### src/rtl/beacon_arbiter_pkg.sv
// Shared types and fixed frame-field widths for the beacon arbiter.
package beacon_arbiter_pkg;

  localparam int ID_W       = 2;
  localparam int DATA_W     = 8;
  localparam int PARITY_W   = 1;
  localparam int FIELD_BITS = ID_W + DATA_W + PARITY_W;

  typedef enum logic [2:0] {
    S_IDLE,
    S_PREAMBLE,
    S_ID,
    S_DATA,
    S_PARITY,
    S_GAP
  } state_t;

  // Parity bit that makes the ones count over ID and data even.
  function automatic logic even_parity(input logic [ID_W-1:0] id, input logic [DATA_W-1:0] byte_v);
    return ^{id, byte_v};
  endfunction

endpackage

### src/rtl/manchester_tx.sv
// Frame bit shifter, half-phase toggle and registered Manchester line output.
module manchester_tx #(
  parameter int FRAME_BITS = 15
) (
  input  logic                  clk,
  input  logic                  rst,
  input  logic                  load,
  input  logic [FRAME_BITS-1:0] frame,
  input  logic                  run,
  input  logic                  last,
  output logic                  h,
  output logic                  signal
);

  logic [FRAME_BITS-1:0] shreg;

  // The line register is loaded with the value for the coming cycle, so signal
  // lines up with the FSM state and half-phase that are active in that cycle.
  always_ff @(posedge clk) begin
    // NOTE: non-blocking assignments keep every register sampling pre-edge values.
    if (rst) begin
      // NOTE: the shifter is reset too, so no stale or X bit can ever reach the line.
      shreg  <= '0;
      h      <= 1'b0;
      signal <= 1'b0;
    end else if (load) begin
      shreg  <= frame;
      h      <= 1'b0;
      signal <= frame[FRAME_BITS-1];
    end else if (run) begin
      if (!h) begin
        h      <= 1'b1;
        signal <= ~shreg[FRAME_BITS-1];
      end else begin
        h      <= 1'b0;
        shreg  <= {shreg[FRAME_BITS-2:0], 1'b0};
        signal <= last ? 1'b0 : shreg[FRAME_BITS-2];
      end
    end else begin
      h      <= 1'b0;
      signal <= 1'b0;
    end
  end

endmodule

### src/rtl/beacon_arbiter.sv
// Round-robin requester arbiter and framing FSM feeding a Manchester line encoder.
module beacon_arbiter
  import beacon_arbiter_pkg::*;
#(
  parameter int NUM_REQ      = 4,
  parameter int PREAMBLE_LEN = 4,
  parameter int GAP_CYCLES   = 2
) (
  input  logic                  clk,
  input  logic                  rst,
  input  logic [NUM_REQ-1:0]    req,
  input  logic [8*NUM_REQ-1:0]  data,
  output logic [NUM_REQ-1:0]    grant,
  output logic                  busy,
  output logic                  done,
  output logic                  signal
);

  localparam int FRAME_BITS = PREAMBLE_LEN + FIELD_BITS;

  state_t                  state, state_n;
  logic [3:0]              cnt, cnt_n;
  logic [ID_W-1:0]         rr_ptr;
  logic [ID_W-1:0]         win;
  logic                    found;
  logic                    grant_v;
  logic [DATA_W-1:0]       win_byte;
  logic [PREAMBLE_LEN-1:0] preamble;
  logic [FRAME_BITS-1:0]   frame;
  logic                    h;
  logic                    run;
  logic                    last;

  // Search starts at rr_ptr and wraps; first requesting index wins.
  always_comb begin : arb
    logic [ID_W-1:0] idx;
    // NOTE: every combinational output gets a default first so no latch is inferred.
    idx   = '0;
    found = 1'b0;
    win   = '0;
    for (int k = 0; k < NUM_REQ; k++) begin
      idx = rr_ptr + ID_W'(k);
      if (!found && req[idx]) begin
        found = 1'b1;
        win   = idx;
      end
    end
  end

  assign grant_v  = !rst && (state == S_IDLE) && found;
  assign grant    = grant_v ? (NUM_REQ'(1) << win) : '0;
  assign busy     = !rst && ((state != S_IDLE) || grant_v);
  assign win_byte = data[DATA_W*win +: DATA_W];

  always_comb begin
    preamble = '0;
    for (int j = 0; j < PREAMBLE_LEN; j++) begin
      preamble[PREAMBLE_LEN-1-j] = (j % 2 == 0);
    end
  end

  assign frame = {preamble, win, win_byte, even_parity(win, win_byte)};
  assign run   = (state inside {S_PREAMBLE, S_ID, S_DATA, S_PARITY});
  assign last  = (state == S_PARITY) && h;

  always_ff @(posedge clk) begin
    if (rst) begin
      state  <= S_IDLE;
      cnt    <= '0;
      rr_ptr <= '0;
    end else begin
      state <= state_n;
      cnt   <= cnt_n;
      if (grant_v) rr_ptr <= win + ID_W'(1);
    end
  end

  // Bit counters advance on the h = 1 half; each clears at its terminal count.
  always_comb begin
    state_n = state;
    cnt_n   = cnt;
    done    = 1'b0;
    unique case (state)
      S_IDLE: begin
        if (grant_v) begin
          state_n = S_PREAMBLE;
          cnt_n   = '0;
        end
      end
      S_PREAMBLE: if (h) begin
        if (cnt == 4'(PREAMBLE_LEN - 1)) begin
          state_n = S_ID;
          cnt_n   = '0;
        end else cnt_n = cnt + 4'd1;
      end
      S_ID: if (h) begin
        if (cnt == 4'(ID_W - 1)) begin
          state_n = S_DATA;
          cnt_n   = '0;
        end else cnt_n = cnt + 4'd1;
      end
      S_DATA: if (h) begin
        if (cnt == 4'(DATA_W - 1)) begin
          state_n = S_PARITY;
          cnt_n   = '0;
        end else cnt_n = cnt + 4'd1;
      end
      S_PARITY: if (h) begin
        done    = !rst;
        state_n = S_GAP;
        cnt_n   = '0;
      end
      S_GAP: begin
        if (cnt == 4'(GAP_CYCLES - 1)) begin
          state_n = S_IDLE;
          cnt_n   = '0;
        end else cnt_n = cnt + 4'd1;
      end
      default: begin
        state_n = S_IDLE;
        cnt_n   = '0;
      end
    endcase
  end

  manchester_tx #(
    .FRAME_BITS(FRAME_BITS)
  ) u_tx (
    .clk    (clk),
    .rst    (rst),
    .load   (grant_v),
    .frame  (frame),
    .run    (run),
    .last   (last),
    .h      (h),
    .signal (signal)
  );

endmodule
### config.mk
export PLATFORM = sky130hd
export DESIGN_NAME = beacon_arbiter
export DESIGN_NICKNAME = d
export VERILOG_FILES = /design/src/rtl/beacon_arbiter_pkg.sv /design/src/rtl/manchester_tx.sv /design/src/rtl/beacon_arbiter.sv
export SDC_FILE = /design/constraint.sdc
export NUM_CORES = 1
export LEC_CHECK = 0
export ABC_AREA = 1
export CELL_PAD_IN_SITES_DETAIL_PLACEMENT = 0
export CELL_PAD_IN_SITES_GLOBAL_PLACEMENT = 1
export CORE_ASPECT_RATIO = 1.4
export CORE_MARGIN = 4
export CORE_UTILIZATION = 30
export CTS_BUF_LIST = sky130_fd_sc_hd__clkbuf_8
export DETAILED_ROUTE_END_ITERATION = 7
export PLACE_DENSITY = 0.8
export REMOVE_ABC_BUFFERS = 1
export SYNTH_ARGS = -nofsm -noshare
export SYNTH_HDL_FRONTEND = slang
export SYNTH_SLANG_ARGS = --single-unit
### constraint.sdc
create_clock -name clk -period 4.5 [get_ports clk]
set_input_delay 0.675 -clock clk [delete_from_list [all_inputs] [get_ports clk]]
set_output_delay 0.675 -clock clk [all_outputs]
set_load 0.05 [all_outputs]
==> results.txt, run 1 <==
flow finished, numbers: Post-Syn Instances 392, setup ws final 0.478 ns, R2R setup slack 1.41 ns, Adder Area Share 3.25%, DR WL met2 2850 um, I/O pin count 45, H-tree depth 1, crit path kind in -> out, logic area 1510 um^2, sw power 0.00143 W, Post-CTS Setup Bufs 0, final WL 5650 um, Die Ht 112 um, Synth logic family simple AND/OR/NAND/NOR gates, Synth Seq Share 22.5%, Pre-antenna DRT Iters 4, cells along the critical path clkdlybuf4s50_1 > inv_1 > nand2_1 > nand3_1 > nand2_1 > nor2_4 > nand3_4 > nand2_4 > inv_2 > nand2_2 > inv_2 > nor3_2 > nor2_1 > clkdlybuf4s50_1, maxcap violations 0, grt total ovfl 0, dpl hpwl 4490 um, ao+oa area frac 10.5%, number of clock buffers in the layout 3, Global Route met2 Usage 22.1%, sinks on the clock net 26, Total GRT Usage 12.7%, metal1 wirelength 2610 um, Post-CTS Resized 0, slowest CP cell clkdlybuf4s50_1, Fmax achieved 249 MHz, synth cell count leaders 159 x nand2_1, 39 x inv_1, 31 x nand3_1, 29 x nor2_1, 26 x dfxtp_1, Slew Viols, Final 0, Setup crit start kind input pin, most used routing layer met2, Via density 4.70, DRC 0, Max FO, Critical Path 17, largest class logic gates, Non-clock buffers 48, Slew headroom 62.7%, post-synth top area share 25.9%, dominant cell by count in the synthesized netlist nand2_1, main flop type dfxtp_1, main area contributors nand2_1 26%, dfxtp_1 23%, nand3_1 6.7%, inv_1 6.3%, nor2_1 4.7%, TritonCTS clock tree built, met3 wire length 153 um, yosys stat area 2310 um^2, clk_lat worst skew 0.27 ns, Post-Place Worst Slack 0.469 ns, fillcell total 841, RSZ-0062 raised after global routing no, CTS buffer count 3, MUX area fraction 0.867%, Sum Neg Setup Slack 0 ns, combinational power 0.00192 W, sequential cell area share 18.1%, layout cells sized above 1 9.26%, Final ANT Viol Nets 0, run status finished clean, Finish-stage setup viols 0, non-filler instance count after layout 529, asr flop ratio synth 0%, Switching Fraction 57.3%, Layout Utilization 38.8%, Hold Path Origin u_tx.h$_SDFF_PP0_, Crit. Startpoint req[1], Final Skew 0.00640 ns, Worst setup EP type output port, Routed wire per std cell 10.7 um, Pleak 1.40 nW, Longest Clk Path Bufs 2, Top power group combinational cells, num tapcells 97, worst hold endpoint u_tx.h$_SDFF_PP0_
[run 1: cells in the final DEF, fill, tap and decap left out, types with 3 or more instances in the layout]
cell	Yosys	routed
nor2_1	29	29
nand3_1	31	31
o21ai_0	9	9
nand2_2	12	12
inv_2	4	4
a221oi_1	4	4
inv_1	39	39
nor3_1	7	7
nand4_1	15	15
a31oi_1	6	6
clkbuf_8	0	3
a21oi_1	10	10
buf_4	1	6
nand2_1	159	159
dfxtp_1	26	26
ha_1	6	6
clkdlybuf4s50_1	0	42
[run 1: critical path, delay by kind of cell]
family / cells / cell delay [ns]
buf+inv: 5 / 1.35
simple gates: 9 / 1.30
[run 1: sequential cells by signal (all words and copies together) (netlist names)]
signal       flops
u_tx.signal      1
u_tx.h           1
rr_ptr           2
cnt              4
state            3
u_tx.shreg      15
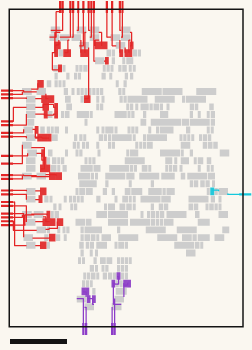
Run 1: I/O nets highlighted
Bar = 20 um.
Purple is req, bits 4, direction input, edge south, end cells 8, buffers 4, wire 63.5 um. Cyan is done, bits 1, direction output, edge east, end cells 1, buffers 1, wire 7.20 um. Red is data, bits 32, direction input, edge 19 west, 13 north, end cells 40, buffers 32, wire 495 um.

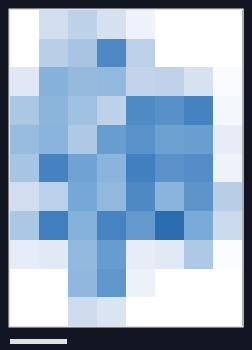
Run 1: cell density map
Bar = 20 um. The die is cut into 8 by 11 equal tiles; white is low, dark blue is high, 0 to 100% covered.
The emptiest ninth of the die: north-east. The fullest tile reaches 76%. 1.1% of the tiles are over 75% full. The densest ninth of the die: center. 22% of the tiles are nearly empty. The mean over all tiles is 30%.

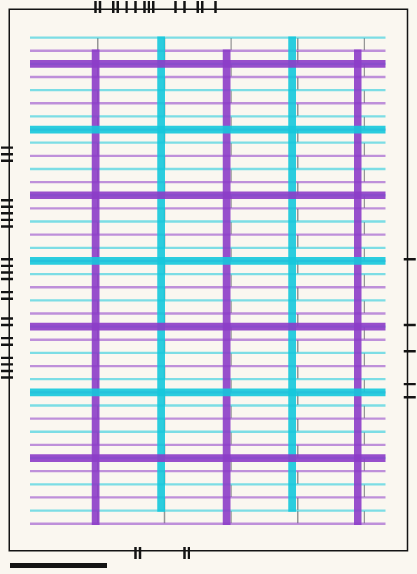
Run 1: floorplan with the power grid
Bar = 20 um. Pins as bars on the die edge. Tap cells in gray.
Cyan is VDD. Purple is VSS.
45 signal pins sit on the boundary. 97 tap cells.

Run 1, sequential cells grouped by signal name:
Bar = 20 um. Other sequential cells in the stronger gray, the rest of the logic in the fainter gray.
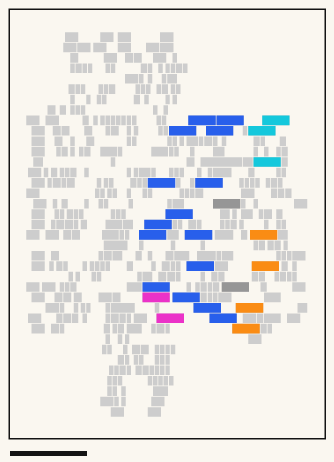

==> inputs of run 2 (changes only) <==
--- a/config.mk
+++ b/config.mk
@@ -9,11 +9,11 @@
 export CELL_PAD_IN_SITES_DETAIL_PLACEMENT = 0
 export CELL_PAD_IN_SITES_GLOBAL_PLACEMENT = 1
 export CORE_ASPECT_RATIO = 1.4
-export CORE_MARGIN = 4
-export CORE_UTILIZATION = 30
+export CORE_MARGIN = 3
+export CORE_UTILIZATION = 39
 export CTS_BUF_LIST = sky130_fd_sc_hd__clkbuf_8
 export DETAILED_ROUTE_END_ITERATION = 7
-export PLACE_DENSITY = 0.8
+export PLACE_DENSITY = 0.95
 export REMOVE_ABC_BUFFERS = 1
 export SYNTH_ARGS = -nofsm -noshare
 export SYNTH_HDL_FRONTEND = slang
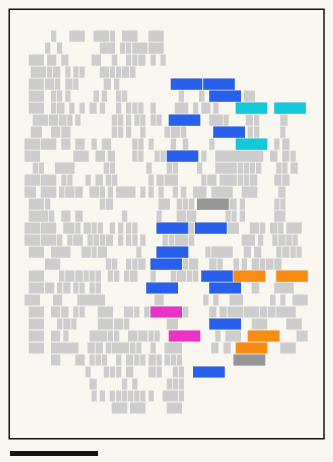
Run 2: sequential cells grouped by signal name
Bar = 20 um. Other sequential cells in the stronger gray, the rest of the logic in the fainter gray.
Orange is cnt, flops 4. Magenta is rr_ptr, flops 2. Blue is u_tx.shreg, flops 15. Cyan is state, flops 3.

==> results.txt, run 2 <==
flow finished, numbers: run status finished clean, min cycle time layout 3.96 ns, Slew Viols, Final 0 (unchanged), Hold Path Origin u_tx.h$_SDFF_PP0_, R2R setup slack 1.47 ns (+0.06 ns), Synth logic family simple AND/OR/NAND/NOR gates, CTS buffer count 3 (unchanged), Top cells excl fill/tap 159 x nand2_1, 42 x clkdlybuf4s50_1, 39 x inv_1, dpl hpwl 4340 um (-3.3%), fillcell total 608 (-28%), top flop regs u_tx.shreg (15), cnt (4), state (3), Reg clk slew, reported paths 0.08 ns, Setup crit start kind input pin, Seq pwr share 15.6%, I/O Buffers 44, Logic inverters 45, Final Hold Fails 0, Crit. Startpoint req[1], Sum Neg Setup Slack 0 ns (unchanged), number of clock buffers in the layout 3 (unchanged), TritonCTS clock tree built, sinks on the clock net 26 (unchanged), Finish-stage setup viols 0 (unchanged), synth warn 0, final WL 5490 um (-2.9%), maxcap violations 0 (unchanged), Worst Hold Path Cells 1, largest reg by FF count u_tx.shreg, Top power group combinational cells, worst slew pin tran 0.581 ns, Post-Syn Instances 392 (unchanged), Pleak 1.40 nW (about the same), crit path buf inv count 5 (unchanged), Worst Setup EP grant[2], yosys stat area 2310 um^2 (unchanged), Clock Power 0.000189 W, H-tree depth 1 (unchanged), grt total ovfl 0 (unchanged), Longest Clk Path Bufs 2 (unchanged), Hold Crit Class reg -> reg, core area 5610 um^2, Routed wire per std cell 11.0 um (+2.7%), most numerous logic cell after layout nand2_1, Placer Congestion 0.861, DRC 0 (unchanged), Layout Utilization 50.6% (+12 points), sequential cell area share 18.4% (+0.23 points), row count 32, worst hold endpoint u_tx.h$_SDFF_PP0_, routed via count 2510, Pwr Total 0.00248 W, Final Skew 0.00632 ns (-0.0000792 ns), Worst R2R Start rr_ptr[0]$_SDFFE_PP0P_, Signal buf overhead 16.4%, Switching Fraction 57.1% (-0.23 points), Worst setup EP type output port, Crit path max-delay family buffers and inverters, Final ANT Viol Nets 0 (unchanged), Post-Syn Area 2310 um^2, P_seq 0.000388 W, Critical Path Stages 14 (unchanged), synth cell count leaders 159 x nand2_1, 39 x inv_1, 31 x nand3_1, 29 x nor2_1, 26 x dfxtp_1, Non-clock buffers 48 (unchanged), reg2reg path depth 20, final layout net count 477, Comb pwr share 76.7%, logic area 1510 um^2 (unchanged), initial antenna violation count 0, Pwr Density 874 nW/um^2, crit path kind in -> out, Post-CTS Setup Bufs 0 (unchanged), fraction of area in multi-input gates 53.4%, MI comb cells 309, largest class logic gates, DRT iter0 DRCs 75, DIE WIDTH 71.0 um, crit-path max cell delay 0.80 ns, number of flops mapped to enable cells by yosys 0, max reg flops 15 (unchanged), Post-CTS Resized 0 (unchanged), num tapcells 68 (-30%), RSZ-0062 raised after global routing no, sw power 0.00141 W (-1.2%), root buf cell clkbuf_8, Synth Seq Share 22.5% (unchanged), Total GRT Usage 16.8% (+4.1 points), layout cells sized above 1 9.26% (unchanged), Pre-antenna DRT Iters 4 (unchanged), Die Ht 97.0 um (-13%), post-synth top area share 25.9% (unchanged), ao+oa area frac 10.5% (unchanged), MUX area fraction 0.867% (unchanged), Via density 5.02 (+6.8%), crit path DAT 3.29 ns, clk_lat worst skew 0.27 ns (about the same), post-cts hold buffer count 0, #FFs+latches synth 26, main flop type dfxtp_1, Adder Area Share 3.25% (unchanged), Max FO, Critical Path 19 (+2), global-route wire length before repair 10000 um, combinational power 0.00190 W (about the same), dominant cell by count in the synthesized netlist nand2_1, cells along the critical path clkdlybuf4s50_1 > inv_1 > nand2_1 > nand3_1 > nand2_1 > nor2_4 > nand3_1 > nand3_2 > nand2_4 > inv_4 > ha_1 > inv_1 > nor2_1 > clkdlybuf4s50_1, Clk pwr share 7.6%, non-filler instance count after layout 500 (-5.5%), asr flop ratio synth 0% (unchanged), main area contributors nand2_1 26%, dfxtp_1 23%, nand3_1 6.7%, inv_1 6.3%, nor2_1 4.7%, largest net degree at the start of global routing 23, I/O pin count 45 (unchanged), slowest CP cell clkdlybuf4s50_1, Slew headroom 61.1% (-1.5 points), Fmax achieved 252 MHz (+1.5%)
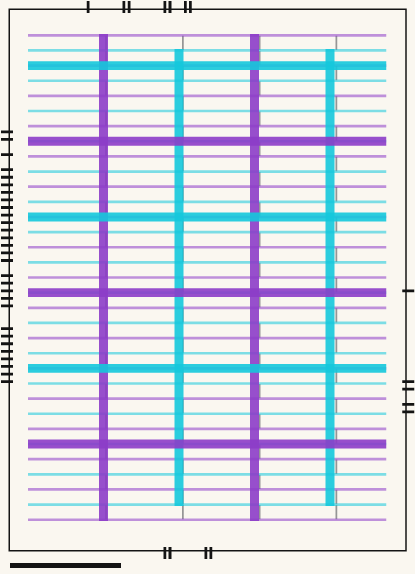
Run 2: floorplan with the power grid
Bar = 20 um. Pins as bars on the die edge. Tap cells in gray.
Purple is VSS. Cyan is VDD.
6 straps on met5. 4 straps on met4. 33 met1 rails follow the rows. 45 signal pins sit on the boundary. 68 tap cells.

==> run 2: cell counts after synthesis <==
No cell type changed its count.
==> run 2: layer usage <==
metal	vias to the layer above	GRT usage [%]	share of wire, %
met1	1119	21.2	46
li1	1344	-	-
met3	4	1.66	2.9
met4	0	3.47	0.75
met5	-	0	0
met2	43	30.4	50
==> run 2: per-stage QoR <==
step | setup slack, ns | hold slack [ns] | instance area, um^2
final | 0.539 | 0.450 | 2840
after CTS | 0.523 | 0.450 | 2840
after detailed placement | 0.537 | 0.437 | 2760
after global placement | 0.558 | 0.430 | 2760
after floorplan | 1.21 | 0.421 | 2210
after global routing | 0.267 | 0.460 | 2840
Power is estimated from default activity; no workload was simulated.
